**src/rtl/mem_stage_pkg.sv**
```systemverilog
// Shared definitions for the memory stage: op-descriptor fields, size codes,
// FSM state codes and the latched request record.
package mem_stage_pkg;

  localparam int REG_W   = 32;
  localparam int REG_AW  = 5;
  localparam int MEMOP_W = 5;

  localparam int MEMOP_VALID = 4;
  localparam int MEMOP_STORE = 3;
  localparam int MEMOP_UNS   = 2;

  localparam logic [1:0] SZ_B = 2'b00;
  localparam logic [1:0] SZ_H = 2'b01;
  localparam logic [1:0] SZ_W = 2'b10;

  localparam logic [1:0] MEM_IDLE = 2'd0;
  localparam logic [1:0] MEM_XFER = 2'd1;
  localparam logic [1:0] MEM_LAST = 2'd2;

  localparam logic [REG_W-1:0] ZERO_WORD = '0;

  typedef struct packed {
    logic [REG_W-1:0]  addr;
    logic [REG_W-1:0]  sdata;
    logic              store;
    logic              uns;
    logic [1:0]        size;
    logic [REG_AW-1:0] waddr;
    logic              we;
  } mem_req_t;

  // Index of the final byte of an access; the reserved size code acts as a word.
  function automatic logic [2:0] last_idx(input logic [1:0] size);
    logic [2:0] idx;
    case (size)
      SZ_B:    idx = 3'd0;
      SZ_H:    idx = 3'd1;
      default: idx = 3'd3;
    endcase
    return idx;
  endfunction

endpackage

```
**src/rtl/mem_extend.sv**
```systemverilog
// Size and sign/zero extension of a little-endian packed load word.
module mem_extend
  import mem_stage_pkg::*;
(
  input  logic [REG_W-1:0] word,
  input  logic [1:0]       size,
  input  logic             uns,
  output logic [REG_W-1:0] result
);

  always_comb begin
    result = word;
    case (size)
      SZ_B:    result = {{24{~uns & word[7]}}, word[7:0]};
      SZ_H:    result = {{16{~uns & word[15]}}, word[15:0]};
      default: result = word;
    endcase
  end

endmodule

```
**src/rtl/mem_stage.sv**
```systemverilog
// Memory stage: passes ALU results through in one cycle and performs byte-serial
// loads/stores over a byte-wide single-port RAM, stalling the pipeline meanwhile.
module mem_stage
  import mem_stage_pkg::*;
#(
  parameter int ADDR_W = 17
) (
  input  logic              clk,
  input  logic              rst,
  input  logic              rdy,
  input  logic              in_valid,
  output logic              in_ready,
  input  logic              ex_we,
  input  logic [REG_AW-1:0] ex_waddr,
  input  logic [REG_W-1:0]  ex_wdata,
  input  logic [REG_W-1:0]  ex_sdata,
  input  logic [MEMOP_W-1:0] ex_memop,
  output logic [ADDR_W-1:0] mem_a,
  output logic [7:0]        mem_dout,
  output logic              mem_wr,
  input  logic [7:0]        mem_din,
  output logic              wb_valid,
  output logic              wb_we,
  output logic [REG_AW-1:0] wb_waddr,
  output logic [REG_W-1:0]  wb_wdata,
  output logic              stall_req
);

  // Handshake: an op transfers on a rising edge where in_valid & in_ready & rdy;
  // in_ready is high only in IDLE and does not depend on in_valid.
  logic [1:0]       state;
  logic [2:0]       cnt;
  mem_req_t         req;
  logic [REG_W-1:0] acc;
  logic [REG_W-1:0] acc_next;
  logic [REG_W-1:0] load_word;
  logic [REG_W-1:0] eff_addr;
  logic [1:0]       lane;
  logic             last_beat;

  assign in_ready  = (state == MEM_IDLE);
  assign stall_req = ~in_ready;
  assign eff_addr  = req.addr + {29'd0, cnt};
  assign last_beat = (cnt == last_idx(req.size));
  // RAM data lags its address by one cycle, so the arriving byte belongs to lane cnt-1.
  assign lane      = cnt[1:0] - 2'd1;

  always_comb begin
    mem_a    = '0;
    mem_dout = '0;
    mem_wr   = 1'b0;
    if (state == MEM_XFER) begin
      mem_a = eff_addr[ADDR_W-1:0];
      if (req.store) begin
        mem_dout = req.sdata[{cnt[1:0], 3'b000} +: 8];
        mem_wr   = rdy & ~rst;
      end
    end
  end

  always_comb begin
    acc_next = acc;
    acc_next[{lane, 3'b000} +: 8] = mem_din;
  end

  mem_extend u_extend (
    .word   (acc_next),
    .size   (req.size),
    .uns    (req.uns),
    .result (load_word)
  );

  always_ff @(posedge clk) begin
    if (rst) begin
      state    <= MEM_IDLE;
      cnt      <= '0;
      req      <= '0;
      acc      <= '0;
      wb_valid <= 1'b0;
      wb_we    <= 1'b0;
      wb_waddr <= '0;
      wb_wdata <= ZERO_WORD;
    end else if (rdy) begin
      wb_valid <= 1'b0;
      case (state)
        MEM_IDLE: begin
          if (in_valid) begin
            if (!ex_memop[MEMOP_VALID]) begin
              wb_valid <= 1'b1;
              wb_we    <= ex_we;
              wb_waddr <= ex_waddr;
              wb_wdata <= ex_wdata;
            end else begin
              req   <= '{addr: ex_wdata, sdata: ex_sdata, store: ex_memop[MEMOP_STORE],
                         uns: ex_memop[MEMOP_UNS], size: ex_memop[1:0],
                         waddr: ex_waddr, we: ex_we};
              cnt   <= '0;
              acc   <= '0;
              state <= MEM_XFER;
            end
          end
        end
        MEM_XFER: begin
          cnt <= cnt + 3'd1;
          if (cnt != 3'd0) acc <= acc_next;
          if (last_beat) begin
            if (req.store) begin
              state    <= MEM_IDLE;
              wb_valid <= 1'b1;
              wb_we    <= 1'b0;
              wb_waddr <= '0;
              wb_wdata <= ZERO_WORD;
            end else begin
              state <= MEM_LAST;
            end
          end
        end
        MEM_LAST: begin
          state    <= MEM_IDLE;
          wb_valid <= 1'b1;
          wb_we    <= req.we;
          wb_waddr <= req.waddr;
          wb_wdata <= load_word;
        end
        default: state <= MEM_IDLE;
      endcase
    end
  end

endmodule

```
**config.mk**
```make
export PLATFORM = sky130hd
export DESIGN_NAME = mem_stage
export DESIGN_NICKNAME = d
export VERILOG_FILES = /design/src/rtl/mem_stage_pkg.sv /design/src/rtl/mem_extend.sv /design/src/rtl/mem_stage.sv
export SDC_FILE = /design/constraint.sdc
export NUM_CORES = 1
export LEC_CHECK = 0
export CAP_MARGIN = 20
export CORE_ASPECT_RATIO = 0.9
export CORE_UTILIZATION = 55
export CTS_CLUSTER_SIZE = 40
export DETAILED_ROUTE_END_ITERATION = 10
export PLACE_DENSITY_LB_ADDON = 0.12
export SYNTH_ARGS = -nofsm -noshare
export SYNTH_HDL_FRONTEND = slang
export SYNTH_SLANG_ARGS = --single-unit
```
**constraint.sdc**
```tcl
create_clock -name clk -period 6.92 [get_ports clk]
set_input_delay 1.384 -clock clk [delete_from_list [all_inputs] [get_ports clk]]
set_output_delay 1.384 -clock clk [all_outputs]
set_load 0.02 [all_outputs]
```
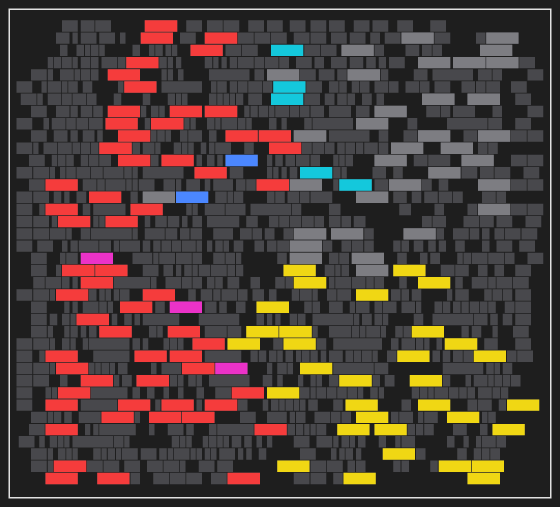
Fig. 1. Register map, names as in the netlist (run 1).
Other sequential cells in the stronger grey, the rest of the logic in the fainter grey.
Key: yellow = `acc` [placed flops 32]; magenta = `cnt` [placed flops 3]; red = `req` [placed flops 59]; blue = `state` [placed flops 2]; cyan = `wb_waddr` [placed flops 5, where north]
Another 34 sequential cells are not coloured.

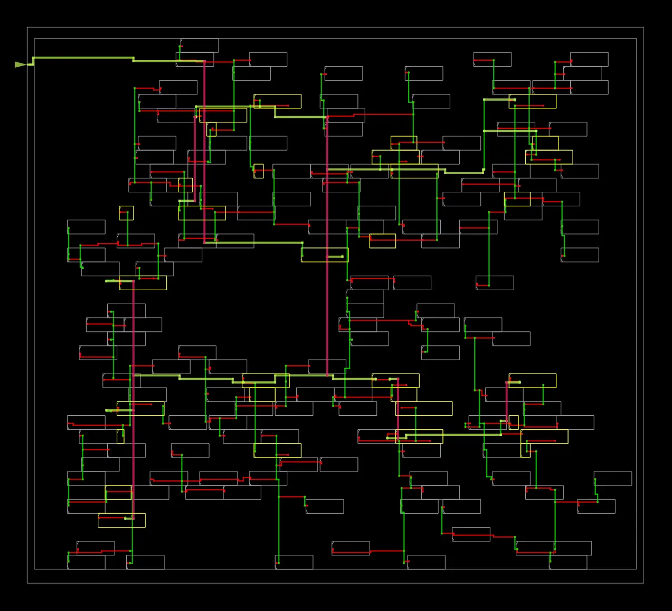
Fig. 2. Clock routing (run 1).
seq_cells: 135
count of clock-net buffers in the final layout: 25
number of sinks on the clock net: 135
insertion delay at the late pin of the worst-skew pair: 0.43 ns

==> notes.md, run 1 <==
Physical implementation

The flow ran to the end, and the final reports show no timing, DRC or antenna violations. Leaving out fill and tap cells, the most frequent cells in the layout are sky130_fd_sc_hd__nand2_1, sky130_fd_sc_hd__clkdlybuf4s50_1, sky130_fd_sc_hd__dfxtp_1. The clock arrives with between 0.005 and 0.006 ns of skew.

In the final layout, the share of cells above drive strength 1 is 8.32%. The area recorded from the Yosys report for this design is 6900 sq um. The number of antenna violations at the first check in global routing is 0. The most common library cell in the layout ignoring fill and taps is sky130_fd_sc_hd__nand2_1. The placed instances occupy a cell area of 8400 sq um. Global routing used 33.0% of the available tracks. Sequential cells account for 41.3% of the total power. The warning total across the stage logs is 33.

The leftover overflow at the end of global routing is 0. The kind of path behind the tightest hold check is reg2reg. Following the worst setup path forward leads to its endpoint at mem_a[16]. The logic depth of the worst setup path including buffers is 7. The power per cell area is roughly 220 nW/um^2. According to the floorplan report, the die height is between 100 and 150 um. After synthesis, the cell types taking the most area are sky130_fd_sc_hd__dfxtp_1, sky130_fd_sc_hd__a21oi_1, sky130_fd_sc_hd__nand2_1, sky130_fd_sc_hd__nor2b_1, sky130_fd_sc_hd__a31oi_1. The sum of negative setup slack is 0 ns. Looking at the worst setup and hold paths, the clock pins of their registers show a slew of 0.06 ns. Synthesis inferred approximately 140 register bits. The maximum single-stage delay on the critical path is 0.80 ns. The category of cells accounting for the largest share of critical-path delay is buffers and inverters. In this run the critical path is formed by inv_1 > fa_1 > nor2b_1 > o2111ai_1 > or3_1 > a21oi_1 > clkdlybuf4s50_1. The H-tree generated during clock tree synthesis spans 4 levels.
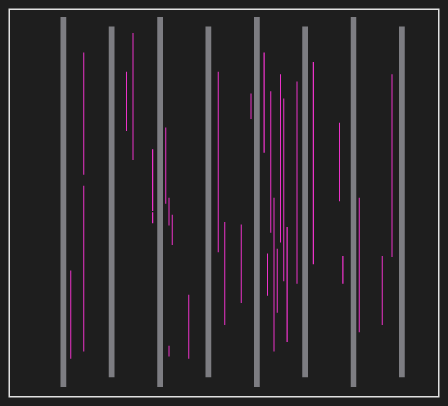
Fig. 3. M4 wires (run 1).
Supply wires on this layer in grey.
The wires run mostly vertical. 26 nets have wire on it.

## run 1: routing by layer
metal	GRT usage, %	share of wire, %	wire [um]
met1	41.2	40	8610
met2	54.0	46	9960
met3	7.12	9.8	2120
met4	16.8	4.0	859
met5	0	0	0
## run 1: worst min-delay path by stage
| stage | from | cells past startpoint | to | slack (ns) |
|---|---|---|---|---|
| after floorplan | req[26] | 2 | req[26] | 0.43 |
| after global placement | req[23] | 2 | req[23] | 0.44 |
| after detailed placement | req[39] | 2 | req[39] | 0.44 |
| after CTS | req[39] | 2 | req[39] | 0.45 |
| after global routing | req[33] | 2 | req[33] | 0.48 |
| final | req[39] | 2 | req[39] | 0.45 |
## run 1: synthesized netlist by cell type (8+ instances only)
cell type and count:
sky130_fd_sc_hd__a211oi_1 10, sky130_fd_sc_hd__a21oi_1 126, sky130_fd_sc_hd__a311oi_1 31, sky130_fd_sc_hd__a31o_2 26, sky130_fd_sc_hd__a31oi_1 47, sky130_fd_sc_hd__and3_1 8
sky130_fd_sc_hd__clkbuf_1 70, sky130_fd_sc_hd__dfxtp_1 135, sky130_fd_sc_hd__ha_1 12, sky130_fd_sc_hd__inv_1 20, sky130_fd_sc_hd__mux4_2 8, sky130_fd_sc_hd__nand2_1 168
sky130_fd_sc_hd__nand3_1 9, sky130_fd_sc_hd__nor2_1 17, sky130_fd_sc_hd__nor2b_1 78, sky130_fd_sc_hd__o21ai_0 38, sky130_fd_sc_hd__o22ai_1 8
## run 1: tightest hold or removal path: cells and delay by family, from the launching register on
kind / cells / cell delay, ns
compound gates: 1 / 0.05
flops: 1 / 0.30
simple gates: 1 / 0.05
## run 1: per-stage QoR
step | utilization (%) | power, uW | setup WS (ns) | instances | hold WS [ns]
after floorplan | - | 994 | 2.98 | 881 | 0.433
after global placement | 69.3 | 1120 | 2.39 | 1125 | 0.438
after detailed placement | 69.3 | 1120 | 2.30 | 1125 | 0.444
after CTS | 74.2 | 2000 | 1.86 | 1157 | 0.451
after global routing | 74.3 | 2060 | 1.61 | 1158 | 0.478
final | 74.3 | 2000 | 1.84 | 1158 | 0.451
## run 1: registers in the layout, indices dropped and copies added (netlist names)
| name | count |
|---|---|
| state | 2 |
| req | 59 |
| wb_valid | 1 |
| cnt | 3 |
| acc | 32 |
| wb_we | 1 |
| wb_wdata | 32 |
| wb_waddr | 5 |
## run 1: final cells by class
type | count | area, sq um | share of cell area (%)
clock inverter | 7 | 65.1 | 0.723
tap | 160 | 200 | 2.22
sequential | 135 | 2700 | 30.0
inverter | 21 | 78.8 | 0.876
clock buffer | 25 | 526 | 5.84
multi-input combinational | 645 | 3810 | 42.3
timing repair buffer | 165 | 1620 | 18.0
## run 1: power by group through the flow
stage,Sequential [uW],Combinational [uW],Clock (uW)
after floorplan,859,135,0
after global placement,843,273,0
after detailed placement,844,278,0
after CTS,828,280,893
after global routing,831,303,928
final,829,284,892
## run 1: logic make-up after synthesis
logic type               count (synthesis)  share of synthesized area (%)
AND-OR/OR-AND                          301                           27.0
adder cells (fa/ha/maj)                 13                           2.47
multiplexers                             9                           2.76
buffers and inverters                  101                           5.87
flip-flops                             135                           39.2
XOR/XNOR                                 9                           1.14
AND/OR/NAND/NOR                        313                           21.6
Fig. 4: run 1, cells by drive strength
Bar = 20 um.
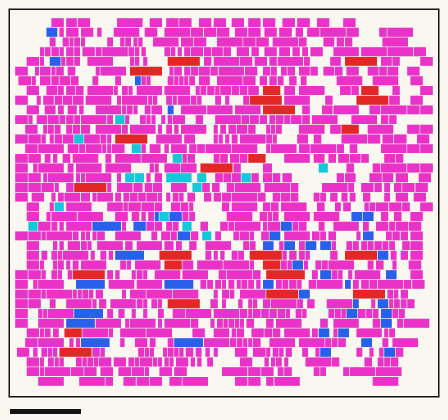

==> inputs of run 2 (changes only) <==
--- a/config.mk
+++ b/config.mk
@@ -7,7 +7,7 @@
 export LEC_CHECK = 0
 export CAP_MARGIN = 20
 export CORE_ASPECT_RATIO = 0.9
-export CORE_UTILIZATION = 55
+export CORE_UTILIZATION = 46
 export CTS_CLUSTER_SIZE = 40
 export DETAILED_ROUTE_END_ITERATION = 10
 export PLACE_DENSITY_LB_ADDON = 0.12
==> constraint.sdc (replaced) <==
create_clock -name clk -period 4.22 [get_ports clk]
set_input_delay 0.844 -clock clk [delete_from_list [all_inputs] [get_ports clk]]
set_output_delay 0.844 -clock clk [all_outputs]
set_load 0.02 [all_outputs]
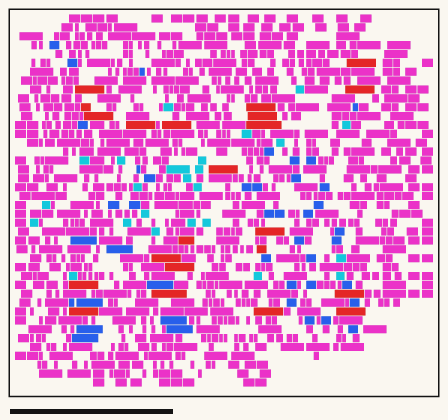
Fig. 5. Cells by drive strength (run 2).
Bar = 50 um.
Key: red = drive 6 and up [cells 22, share 2.2%]; magenta = drive 1 or less [cells 913, share 91%]; cyan = drive 3 to 4 [cells 24, share 2.4%]; blue = drive 2 [cells 42, share 4.2%]

==> run 2 against run 1 <==
  * Global-route usage fell by 5.8 points
  * Total power rose by 66%
  * Critical path depth rose by 1
  * Wire length fell by 0.91%
  * Largest cell class unchanged
  * Highest routed layer unchanged
==> notes.md, run 2 <==
Physical implementation

The length of routed wiring on met1 is 9880 um (+15%). The wire length on met3 came to 1540 um (-27%). The met2 wire length is 9580 um (-3.8%). The overall routing resource usage is 27.2% (-5.8 points). The CTS H-tree depth is 4 (unchanged). The post-synthesis sequential element count is 135 (unchanged).

The sum of negative setup slack came to 0 ns (unchanged). The largest registers in the layout are req: 59 flops, acc: 32 flops, wb_wdata: 32 flops. The multi-input gate area in the final layout is 3810 sq um (about the same). The leakage component of the power was reported as 0.00302 uW.

The share of post-route cells with drive strength above 1 is 8.79% (+0.47 points). req holds more flip-flops than any other register. The run finished with clean final reports. The total chip power came to 3320 uW (+66%). The total clock sinks came to 135 (unchanged). The min-delay analysis places its worst path in the category reg2reg. The post-placement cell count is 1167 (+3.7%). The post-CTS hold buffer count recorded in the log is 0. The post-route non-filler standard cell count is 1199 (+3.5%). The most popular library cell in the synthesized design by count is sky130_fd_sc_hd__nand2_1. The post-synth area from yosys stat was 6900 sq um (unchanged). The cell area after synthesis is 6900 sq um. The utilization after layout is 61.9% (-12 points). For reference, the final report shows the max-slew violation count at 0. Per the cell usage report, the commonest logic cells after layout are sky130_fd_sc_hd__nand2_1, sky130_fd_sc_hd__clkdlybuf4s50_1, sky130_fd_sc_hd__dfxtp_1. The highest layer used for signal routing is met4. The routed layout has between 6000 and 7000 vias. The number of antenna violations at the first check in global routing was 0 (unchanged). The height of the die was 118 um (+9.2%). The power per cell area was 366 nW/um^2 (+64%).

The clock insertion delay at the later pin of the skew report is 0.41 ns (-0.02 ns). The clock edge transition at the registers on the reported setup and hold paths is 0.06 ns (about the same). Warnings reported by Yosys during synthesis add up to 0. The commonest cells after synthesis are sky130_fd_sc_hd__nand2_1, sky130_fd_sc_hd__dfxtp_1, sky130_fd_sc_hd__a21oi_1.

The most common library cell in the layout ignoring fill and taps is sky130_fd_sc_hd__nand2_1. The area occupied by registers came to 2700 sq um (unchanged). The leftover overflow at the end of global routing is 0 (unchanged). Ranked by total cell area, the synthesized netlist is headed by sky130_fd_sc_hd__dfxtp_1, sky130_fd_sc_hd__a21oi_1, sky130_fd_sc_hd__nand2_1, sky130_fd_sc_hd__nor2b_1, sky130_fd_sc_hd__a31oi_1.
[run 2: through the flow]
| stage | hold WS [ns] | setup WS [ns] |
|---|---|---|
| floorplan | 0.433 | 0.816 |
| global route | 0.472 | 0.0606 |
| CTS | 0.456 | 0.194 |
| global placement | 0.442 | 0.667 |
| finish | 0.456 | 0.285 |
| detailed placement | 0.447 | 0.623 |
[run 2: what timing repair did]
| item | CTS | global route |
|---|---|---|
| endpoints found under the setup margin | 0 | 2 |
| gates resized | 0 | 1 |
| buffers inserted | 0 | 0 |
[run 2: logic make-up after synthesis]
group                    synth area share [%]
AND-OR/OR-AND                            27.0
XOR/XNOR                                 1.14
adder cells (fa/ha/maj)                  2.47
buffers and inverters                    5.87
flip-flops                               39.2
multiplexers                             2.76
AND/OR/NAND/NOR                          21.6
[run 2: area by class of cell]
type	instances	share of cell area, %
inverters	21	0.869
multi-input cells	645	42.0
flip-flops and latches	135	29.8
clock inverters	14	1.65
clock buffers	18	4.84
well taps	198	2.73
repair buffers	168	18.1
[run 2: routing by layer]
metal | vias to the layer above | GRT usage, %
met4 | 0 | 8.01
met2 | 294 | 40.3
met5 | - | 0
li1 | 3362 | -
met3 | 26 | 5.19
met1 | 3229 | 39.8
[run 2: critical path: stages (launching register included)]
cell and delay (ns):
sky130_fd_sc_hd__dfxtp_1 0.33, sky130_fd_sc_hd__ha_1 0.20, sky130_fd_sc_hd__inv_1 0.07, sky130_fd_sc_hd__fa_1 0.41
sky130_fd_sc_hd__nor2b_2 0.26, sky130_fd_sc_hd__o2111ai_1 0.25, sky130_fd_sc_hd__or3_1 0.40, sky130_fd_sc_hd__a21oi_1 0.15
sky130_fd_sc_hd__clkdlybuf4s50_1 0.62
[run 2: final timing paths]
path                 from   endpoint  slack [ns]  cells past startpoint
setup reg to reg   cnt[0]    acc[12]        1.34                      7
hold / removal    req[15]    req[15]        0.46                      2
setup / recovery   cnt[0]  mem_a[16]        0.29                      8
hold reg to reg   req[15]    req[15]        0.46                      2
[run 2: power by group]
group	switching [uW]	total [uW]	leakage (uW)	internal (uW)
combinational	261	475	0.00164	215
sequential	31.4	1350	0.00110	1320
clock	600	1490	0.000283	889
Power figures rest on the tool's default switching activity, not on a simulated workload.
